## config.mk

```make
export PLATFORM = sky130hd
export DESIGN_NAME = slave_rx_fifo
export DESIGN_NICKNAME = d
export VERILOG_FILES = /design/src/rtl/slave_rx_fifo.sv
export SDC_FILE = /design/constraint.sdc
export NUM_CORES = 1
export LEC_CHECK = 0
export CORE_ASPECT_RATIO = 1.25
export CORE_MARGIN = 5
export CORE_UTILIZATION = 61
export DETAILED_ROUTE_END_ITERATION = 12
export GPL_ROUTABILITY_DRIVEN = 0
export PLACE_DENSITY = 0.86
export SKIP_LAST_GASP = 1
export SYNTH_ARGS = -nofsm -noshare
export SYNTH_HDL_FRONTEND = slang
export SYNTH_SLANG_ARGS = --single-unit
export TNS_END_PERCENT = 100
```

## constraint.sdc

```tcl
create_clock -name clk -period 10.45 [get_ports clk]
set_input_delay 2.09 -clock clk [delete_from_list [all_inputs] [get_ports clk]]
set_output_delay 2.09 -clock clk [all_outputs]
set_load 0.01 [all_outputs]
```

## src/rtl/slave_rx_fifo.sv

```systemverilog
// slave_rx_fifo: FWFT receive FIFO between an upstream and a downstream valid/ready port, with a beat counter and an optional sequence checker
//   clk, rst_n          clock and synchronous active-low reset
//   data/valid/ready    upstream port; ready is high while the FIFO is not full
//   out_data/out_valid  downstream port, showing the head of the FIFO; out_valid is high while the FIFO is not empty
//   out_ready           downstream ready
//   level               occupancy, 0..DEPTH
//   xfer_cnt            number of accepted upstream beats, wraps
//   seq_err, err_cnt    sequence-break pulse and saturating count; both are 0 unless SEQ_CHECK_EN is defined
module slave_rx_fifo #(
  parameter int DATA_W = 32,
  parameter int ADDR_W = 3,
  parameter int CNT_W  = 32
) (
  input  logic              clk,
  input  logic              rst_n,
  input  logic [DATA_W-1:0] data,
  input  logic              valid,
  output logic              ready,
  output logic [DATA_W-1:0] out_data,
  output logic              out_valid,
  input  logic              out_ready,
  output logic [ADDR_W:0]   level,
  output logic [CNT_W-1:0]  xfer_cnt,
  output logic              seq_err,
  output logic [15:0]       err_cnt
);
  localparam int DEPTH = 2**ADDR_W;
  logic [DATA_W-1:0] mem [DEPTH];
  logic [ADDR_W-1:0] wr_ptr, rd_ptr;
  logic push, pop;
  assign ready     = level != (ADDR_W+1)'(DEPTH);
  assign out_valid = level != '0;
  assign out_data  = mem[rd_ptr];
  assign push      = valid & ready;
  assign pop       = out_valid & out_ready;
  always_ff @(posedge clk) begin
    if (!rst_n) begin
      wr_ptr   <= '0;
      rd_ptr   <= '0;
      level    <= '0;
      xfer_cnt <= '0;
    end else begin
      if (push) wr_ptr <= wr_ptr + ADDR_W'(1);
      if (pop) rd_ptr <= rd_ptr + ADDR_W'(1);
      if (push) xfer_cnt <= xfer_cnt + CNT_W'(1);
      level <= level + (ADDR_W+1)'(push) - (ADDR_W+1)'(pop);
    end
  end
  always_ff @(posedge clk)
    if (push && rst_n) mem[wr_ptr] <= data;
`ifdef SEQ_CHECK_EN
  logic [DATA_W-1:0] last;
  logic has_base, bad;
  // The first beat after reset only sets the baseline and is never flagged
  assign bad = push & has_base & (data != last + DATA_W'(1));
  always_ff @(posedge clk) begin
    if (!rst_n) begin
      has_base <= 1'b0;
      seq_err  <= 1'b0;
      err_cnt  <= '0;
      last     <= '0;
    end else begin
      seq_err <= bad;
      if (bad && err_cnt != 16'hFFFF) err_cnt <= err_cnt + 16'd1;
      if (push) begin
        last     <= data;
        has_base <= 1'b1;
      end
    end
  end
`else
  assign seq_err = 1'b0;
  assign err_cnt = '0;
`endif
endmodule

```

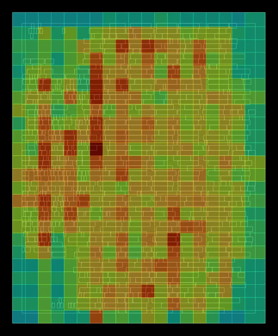
(images/congestion_map.png)
Post-Route Utilization: 72.48%
M2 GR Usage: 37.77%
All-Layer GR Usage: 21.65%
drt wl/cell: 23.06 um
GRT met1 Usage: 28.61%

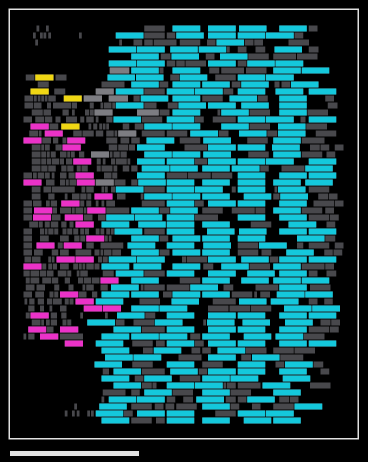
(images/ff_map.png)
The bar under the picture is 50 um long. Other sequential cells in the stronger gray, the rest of the logic in the fainter gray.
- level: yellow (placed flops 4; where upper left)
- xfer_cnt: magenta (placed flops 32; where middle left)
- mem: cyan (placed flops 256)
- not colored: 9
Seq area share: 61.35%
Seq group: 1410 uW
register area: 8594 um^2

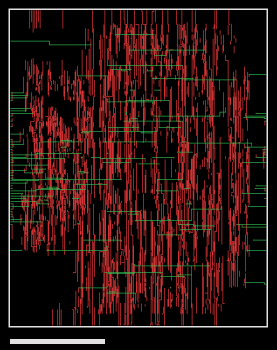
(images/layers.png)
The bar under the picture is 50 um long. Only two layers are drawn.
- M2: red (wire length 12800 um)
- M3: green (wire length 1580 um)

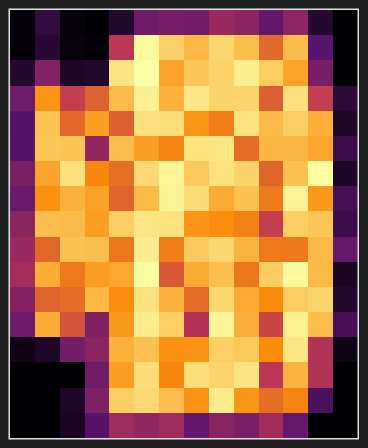
(images/util_map.png)
14 x 17 tiles, from black (low) to pale yellow (high), 0 to 100% covered.
- tiles over 75% full: 51%
- mean over tiles: 61%
- nearly empty tiles: 8.0%
- emptiest ninth of the die: lower left
core area: 19330 um^2
Floorplan Utilization: 61.68%

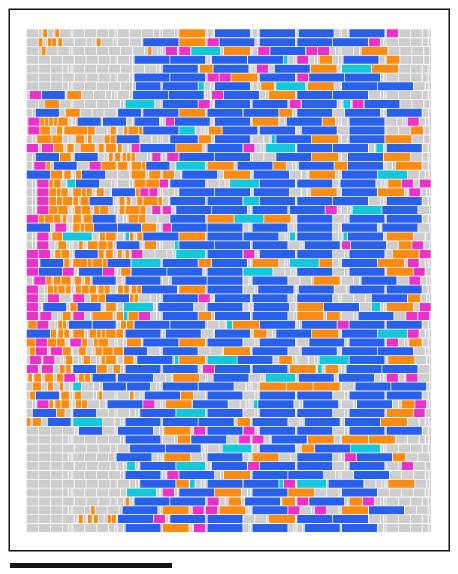
(images/class_map.png)
The bar under the picture is 50 um long. Fill, decap, tap and diode cells in gray.
- clock drivers and dummy loads: cyan (cells 49; share of their area 5.9%)
- registers: blue (cells 301; share of their area 63%)
- remaining buffers and delay cells: magenta (cells 115; share of their area 8.2%)
- remaining logic cells: orange (cells 309; share of their area 23%)
cell area after layout: 14010 um^2
site row count: 57

==> Changelog: implementation <==
## Implementation

* Post-layout nets at approximately 800
* Commonest Layout Cell: edfxtp_1
* RSZ-0062 raised after global routing: no
* Io pins at 123
* CTS root buf: clkbuf_16
* Post-synthesis mux area share at 15.28%
* Postcts setup bufs at 0
* Synth warn at 0
* HPWL after detailed placement at 13460 um
* Num CTS Buffers at 27
* Top-count cell post-synth: edfxtp_1
* Yosys synthesis chip area at 11920 um^2
* Die height at 166.3 um
* Seq share, synth at 72.04%
* Worst EP required at about 8400 ps
* Worst setup path category: reg2out
* Aoi share at ~2.4%
* First-pass GRT wire length at 37450 um
* Dpl ws at ~5500 ps
* Share of cells above drive strength 1 at 20.67%
* Status: finished, final reports clean
* TritonCTS Sinks at roughly 300
* # port buffers at 105
* Maximum VDD drop at approximately 0.13 mV
* Worst setup SP type: flop
* Top cells by count, synth: edfxtp_1 (256), mux4_2 (64), dfxtp_1 (45)
* Fin. Hold Viols at 0
* Clk Latency, worst-skew pair at approximately 530 ps
* Fin crit share at 52.35%
* Endpoints failing setup at 0
* Syn_area_per_cell at 18.48 um^2
* Clock buffer depth at 3
* Cell type with the largest total area: edfxtp_1
* Top FF cell, synth: edfxtp_1
* Tool warnings at 27
* Distinct lib cells at 39
* Crit. End Element: output port
* Worst EP arrival at 3380 ps
* Cell count after placement at 990
* DRC at 0
* Worst Skew at 12.33 ps
* Async SR Flop Fraction at 0%
* PostCTS Resize Cnt at 0
* CTS clk-pin slew, worst paths at roughly 60 ps
* First DRT Iteration DRCs at 502
* Slew headroom at roughly a fifth
* Total routed wirelength at 23960 um
* Slew Viols, Final at 0
* Htree depth at 1
* Worst-margin pin slew at 1207 ps
* Area leader share at 64.48%
* Vias per cell at 5.944
* Post-CTS Hold Buffers at 0
* Worst hold path class: reg2reg
* Fmax at 182.8 MHz
* Max Cap Viol at 0
-- registers in the layout, summed over array words and instances, names as in the netlist, named ones only --
register and flops:
wr_ptr 3, rd_ptr 3, level 4, xfer_cnt 32, mem 256
-- final cells by class --
class / count / area, um^2 / area share (%)
clock inverter: 14 / 77.57 / 0.5538
sequential: 301 / 8594 / 61.35
multi-input combinational: 301 / 3123 / 22.29
clock buffer: 35 / 725.7 / 5.180
tap: 265 / 331.6 / 2.367
inverter: 8 / 30.03 / 0.2144
timing repair buffer: 115 / 1126 / 8.039
-- cell families after synthesis --
group,count (synthesis)
fa+ha+maj,9
simple gates,114
buf+inv,59
xor+xnor,15
compound gates,48
flops,301
mux,98
other cells,1
-- per-stage QoR --
step | total power, uW | hold WS (ps) | utilization [%]
detailed placement | 2062 | 468.4 | 68.32
CTS | 2962 | 484.3 | 72.48
floorplan | 1831 | 462.2 | -
finish | 2935 | 479.9 | 72.48
global placement | 2037 | 457.2 | 68.32
global route | 3068 | 511.9 | 72.48
-- worst max-delay path, stage by stage, from the launching register on --
cell and delay (ps):
dfxtp_4 760, buf_4 650, mux4_2 610, mux2_2 300, clkdlybuf4s50_1 500
-- power by group --
group,internal (uW),switching [uW]
combinational,364,261
clock,491,411
sequential,1350,54.8
-- final timing paths --
check                           cells after the start           end  slack (ps)         start
worst min register to register                      2  xfer_cnt[31]         480  xfer_cnt[31]
worst max-delay path                                4  out_data[25]        4980          flop
worst min-delay path                                2  xfer_cnt[31]         480  xfer_cnt[31]
worst max register to register                      6  xfer_cnt[16]        7380      level[2]
-- layer usage --
metal	vias up	wire length (um)	share of wire, %	global-route usage (%)
met1	3156	9217	38	28.61
met2	216	12810	53	37.77
met4	0	347	1.4	4.340
met5	-	0	0	0
met3	30	1581	6.6	4.424
li1	2774	-	-	-
Power figures rest on the tool's default switching activity, not on a simulated workload.
